`src/rtl/poly_pkg.sv`:
```
// Shared types and constants for the polynomial inverse solver:
// FSM state encoding, ALU opcodes, operand selects and the per-state
// ALU control lookup.
package poly_pkg;

  localparam int WIDTH_DEF = 8;

  typedef enum logic [4:0] {
    S_LOAD_A      = 5'd0,
    S_LOAD_A_WAIT = 5'd1,
    S_LOAD_B      = 5'd2,
    S_LOAD_B_WAIT = 5'd3,
    S_LOAD_C      = 5'd4,
    S_LOAD_C_WAIT = 5'd5,
    S_LOAD_Y      = 5'd6,
    S_LOAD_Y_WAIT = 5'd7,
    S_INIT        = 5'd8,
    S_EVAL_0      = 5'd9,
    S_EVAL_1      = 5'd10,
    S_EVAL_2      = 5'd11,
    S_EVAL_3      = 5'd12,
    S_EVAL_4      = 5'd13,
    S_CMP         = 5'd14,
    S_DONE        = 5'd15,
    S_DONE_WAIT   = 5'd16
  } state_t;

  localparam logic OP_ADD = 1'b0;
  localparam logic OP_MUL = 1'b1;

  localparam logic [2:0] SEL_A = 3'd0;
  localparam logic [2:0] SEL_B = 3'd1;
  localparam logic [2:0] SEL_C = 3'd2;
  localparam logic [2:0] SEL_X = 3'd3;
  localparam logic [2:0] SEL_T = 3'd4;
  localparam logic [2:0] SEL_U = 3'd5;

  typedef struct packed {
    logic       op;
    logic [2:0] sel_l;
    logic [2:0] sel_r;
  } alu_ctl_t;

  // One ALU operation per evaluation state; f(x) = a*x + (b*x)*x + c
  function automatic alu_ctl_t alu_ctl_for(state_t s);
    alu_ctl_t ctl;
    ctl = '{op: OP_ADD, sel_l: SEL_A, sel_r: SEL_A};
    case (s)
      S_EVAL_0: ctl = '{op: OP_MUL, sel_l: SEL_A, sel_r: SEL_X};
      S_EVAL_1: ctl = '{op: OP_MUL, sel_l: SEL_B, sel_r: SEL_X};
      S_EVAL_2: ctl = '{op: OP_MUL, sel_l: SEL_U, sel_r: SEL_X};
      S_EVAL_3: ctl = '{op: OP_ADD, sel_l: SEL_T, sel_r: SEL_U};
      S_EVAL_4: ctl = '{op: OP_ADD, sel_l: SEL_T, sel_r: SEL_C};
      default:  ctl = '{op: OP_ADD, sel_l: SEL_A, sel_r: SEL_A};
    endcase
    return ctl;
  endfunction

endpackage

```
`src/rtl/poly_alu.sv`:
```
// Shared datapath ALU: two operand muxes feeding a WIDTH-bit add or
// multiply. Results are truncated to WIDTH bits (mod 2^WIDTH).
module poly_alu
  import poly_pkg::*;
#(
  parameter int WIDTH = WIDTH_DEF
) (
  input  logic             op,
  input  logic [2:0]       sel_l,
  input  logic [2:0]       sel_r,
  input  logic [WIDTH-1:0] a,
  input  logic [WIDTH-1:0] b,
  input  logic [WIDTH-1:0] c,
  input  logic [WIDTH-1:0] x,
  input  logic [WIDTH-1:0] t,
  input  logic [WIDTH-1:0] u,
  output logic [WIDTH-1:0] result
);

  logic [WIDTH-1:0] opnd_l;
  logic [WIDTH-1:0] opnd_r;

  // Operand selection and the single arithmetic operation
  always_comb begin
    opnd_l = '0;
    opnd_r = '0;
    case (sel_l)
      SEL_A:   opnd_l = a;
      SEL_B:   opnd_l = b;
      SEL_C:   opnd_l = c;
      SEL_X:   opnd_l = x;
      SEL_T:   opnd_l = t;
      SEL_U:   opnd_l = u;
      default: opnd_l = '0;
    endcase
    case (sel_r)
      SEL_A:   opnd_r = a;
      SEL_B:   opnd_r = b;
      SEL_C:   opnd_r = c;
      SEL_X:   opnd_r = x;
      SEL_T:   opnd_r = t;
      SEL_U:   opnd_r = u;
      default: opnd_r = '0;
    endcase
    result = (op == OP_MUL) ? opnd_l * opnd_r : opnd_l + opnd_r;
  end

endmodule

```
`src/rtl/poly_inverse_solver.sv`:
```
// Searches x = 0 .. 2^WIDTH-1 for the first x with a*x + b*x^2 + c == y
// (mod 2^WIDTH). Operands are entered with a go/data_in button protocol.
//
// state         | meaning
// S_LOAD_A..Y   | operand register tracks data_in; go freezes it
// S_LOAD_*_WAIT | wait for go release
// S_INIT        | clear candidate x
// S_EVAL_0..4   | one ALU step each: t=a*x, u=b*x, u=u*x, t=t+u, t=t+c
// S_CMP         | compare f(x) to y, finish or advance x
// S_DONE        | result valid, wait for go press
// S_DONE_WAIT   | wait for go release, then back to S_LOAD_A
module poly_inverse_solver
  import poly_pkg::*;
#(
  parameter int WIDTH = WIDTH_DEF
) (
  input  logic             clk,
  input  logic             resetn,
  input  logic             go,
  input  logic [WIDTH-1:0] data_in,
  output logic [WIDTH-1:0] x_result,
  output logic             found,
  output logic             done,
  output logic             busy
);

  localparam logic [WIDTH-1:0] X_MAX = '1;

  state_t           state;
  state_t           state_nxt;
  logic [WIDTH-1:0] a, b, c, y, x, t, u;
  logic [WIDTH-1:0] alu_y;
  alu_ctl_t         alu_ctl;
  logic             hit;
  logic             last_x;

  assign alu_ctl = alu_ctl_for(state);
  assign hit     = (t == y);
  assign last_x  = (x == X_MAX);

  poly_alu #(.WIDTH(WIDTH)) u_alu (
    .op     (alu_ctl.op),
    .sel_l  (alu_ctl.sel_l),
    .sel_r  (alu_ctl.sel_r),
    .a      (a),
    .b      (b),
    .c      (c),
    .x      (x),
    .t      (t),
    .u      (u),
    .result (alu_y)
  );

  // Next-state decode; go only matters in load and done states
  always_comb begin
    state_nxt = state;
    case (state)
      S_LOAD_A:      if (go)  state_nxt = S_LOAD_A_WAIT;
      S_LOAD_A_WAIT: if (!go) state_nxt = S_LOAD_B;
      S_LOAD_B:      if (go)  state_nxt = S_LOAD_B_WAIT;
      S_LOAD_B_WAIT: if (!go) state_nxt = S_LOAD_C;
      S_LOAD_C:      if (go)  state_nxt = S_LOAD_C_WAIT;
      S_LOAD_C_WAIT: if (!go) state_nxt = S_LOAD_Y;
      S_LOAD_Y:      if (go)  state_nxt = S_LOAD_Y_WAIT;
      S_LOAD_Y_WAIT: if (!go) state_nxt = S_INIT;
      S_INIT:        state_nxt = S_EVAL_0;
      S_EVAL_0:      state_nxt = S_EVAL_1;
      S_EVAL_1:      state_nxt = S_EVAL_2;
      S_EVAL_2:      state_nxt = S_EVAL_3;
      S_EVAL_3:      state_nxt = S_EVAL_4;
      S_EVAL_4:      state_nxt = S_CMP;
      S_CMP:         state_nxt = (hit || last_x) ? S_DONE : S_EVAL_0;
      S_DONE:        if (go)  state_nxt = S_DONE_WAIT;
      S_DONE_WAIT:   if (!go) state_nxt = S_LOAD_A;
      default:       state_nxt = S_LOAD_A;
    endcase
  end

  // Control FSM with registered busy/done derived from the next state
  always_ff @(posedge clk) begin
    if (!resetn) begin
      state <= S_LOAD_A;
      busy  <= 1'b0;
      done  <= 1'b0;
    end else begin
      state <= state_nxt;
      busy  <= (state_nxt inside {S_INIT, S_EVAL_0, S_EVAL_1, S_EVAL_2,
                                  S_EVAL_3, S_EVAL_4, S_CMP});
      done  <= (state_nxt inside {S_DONE, S_DONE_WAIT});
    end
  end

  // Datapath registers; x is tested for its last value before incrementing
  always_ff @(posedge clk) begin
    if (!resetn) begin
      a        <= '0;
      b        <= '0;
      c        <= '0;
      y        <= '0;
      x        <= '0;
      t        <= '0;
      u        <= '0;
      x_result <= '0;
      found    <= 1'b0;
    end else begin
      case (state)
        S_LOAD_A: a <= data_in;
        S_LOAD_B: b <= data_in;
        S_LOAD_C: c <= data_in;
        S_LOAD_Y: y <= data_in;
        S_INIT:   x <= '0;
        S_EVAL_0: t <= alu_y;
        S_EVAL_1: u <= alu_y;
        S_EVAL_2: u <= alu_y;
        S_EVAL_3: t <= alu_y;
        S_EVAL_4: t <= alu_y;
        S_CMP: begin
          if (hit) begin
            x_result <= x;
            found    <= 1'b1;
          end else if (last_x) begin
            x_result <= '0;
            found    <= 1'b0;
          end else begin
            x <= x + 1'b1;
          end
        end
        default: ;
      endcase
    end
  end

endmodule

```
`config.mk`:
```
export PLATFORM = sky130hd
export DESIGN_NAME = poly_inverse_solver
export DESIGN_NICKNAME = d
export VERILOG_FILES = /design/src/rtl/poly_pkg.sv /design/src/rtl/poly_alu.sv /design/src/rtl/poly_inverse_solver.sv
export SDC_FILE = /design/constraint.sdc
export NUM_CORES = 1
export LEC_CHECK = 0
export CAP_MARGIN = 10
export CORE_MARGIN = 1.5
export CORE_UTILIZATION = 57
export CTS_BUF_LIST = sky130_fd_sc_hd__clkbuf_16
export DETAILED_ROUTE_END_ITERATION = 6
export GPL_ROUTABILITY_DRIVEN = 1
export PLACE_DENSITY = 0.76
export SLEW_MARGIN = 40
export SYNTH_ARGS = -nofsm -noshare
export SYNTH_HDL_FRONTEND = slang
export SYNTH_SLANG_ARGS = --single-unit
```
`constraint.sdc`:
```
create_clock -name clk -period 5.87 [get_ports clk]
set_input_delay 1.761 -clock clk [delete_from_list [all_inputs] [get_ports clk]]
set_output_delay 1.761 -clock clk [all_outputs]
set_load 0.02 [all_outputs]
```
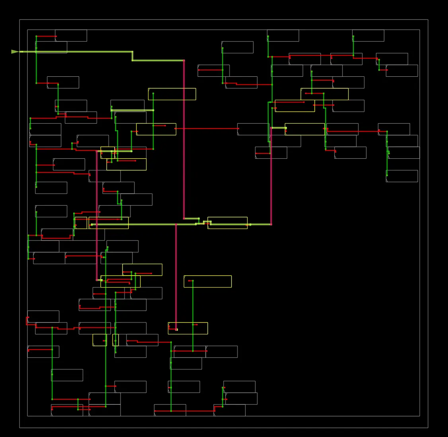
(clock routing)
Clk. pwr: 0.000631 W
# clk buffers: 9

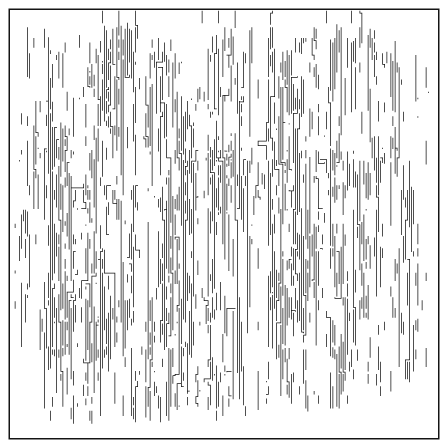
(met2 routing)
nets with wire on the layer: 532
wire length on this layer: 5,600 um
longest straight run: 56.4 um

==> results.tsv <==
stage	metric	value	unit
worst_setup_path	critPathLaunchType	flip-flop	
yosys	avgSynthCellArea	8.05	sq um
power	ir_drop	0.184	mV
floorplan	die_y	94.8	um
yosys	synth_warnings	0	
yosys	edf_count	0	
yosys	syn-cell-area	4810	sq um
worst_hold_path	hold_depth	2	
yosys	top_cells_by_count	dfxtp_1 (72), nor2_1 (66), nand2_1 (63)	
power	top_power_group	clock	
placed_design	place_congestion	0.903	
timing	period_used_share	95.2	%
grt	grt_util_all_layers	29.3	%
floorplan	die_x	94.8	um
status	outcome	complete, no violations	
yosys	synthCells	597	
yosys	async_reset_ff_share	0	%
yosys	ys_area	4810	sq um
drt	drtIter0Drc	267	
cells_and_area	logic_area	3040	sq um
yosys	yosysCellCount	597	
clocking	cts_buffer_depth	2	
cells_and_area	seq_area	1440	sq um
worst_setup_path	worst-path-buf-inv	2	
cells_and_area	antennaDiodeCount	0	
clocking	cts_hold_buf	0	
timing	tightest_slew	0.728	ns
timing	drv_slew	0	
worst_setup_path	cp_num_cells	18	
timing	grt_setup_unrepaired	false	
flow_run	warnings	26	
timing	finalCriticalPeriod	5.59	ns
worst_setup_path	crit_family	adder cells	
drt	via_per_inst	5.86	
yosys	xor_area_share	6.74	%
timing	maxSlewHeadroom	51.0	%
power	swShare	24.5	%
timing	setup_ws	0.281	ns
timing	finalSetupTns	0	ns
-- state kept, by name, summed over array words and instances, names as in the netlist, 8 cells and up --
signal	count
a	8
b	8
c	8
t	8
u	8
x	8
x_result	8
y	8
-- layer usage --
layer	GRT usage, %	vias to the layer above	share of wire (%)
li1	-	2083	-
met1	40.8	1976	46
met2	45.9	155	45
met3	4.59	19	6.5
met4	10.3	0	2.3
met5	0	-	0
-- cell type report --
type	instances	area share (%)
Tap cell	105	2.40
Clock buffer	9	4.12
Inverter	46	3.16
Sequential cell	72	26.4
Clock inverter	7	2.17
Multi-Input combinational cell	444	55.5
Timing Repair Buffer	39	6.31
-- worst min-delay path: stages (launching register included) --
cell	delay (ns)
dfxtp_1	0.31
nand3_1	0.06
a21oi_1	0.05
No activity file was given, so power comes from the tool's default toggle rates.
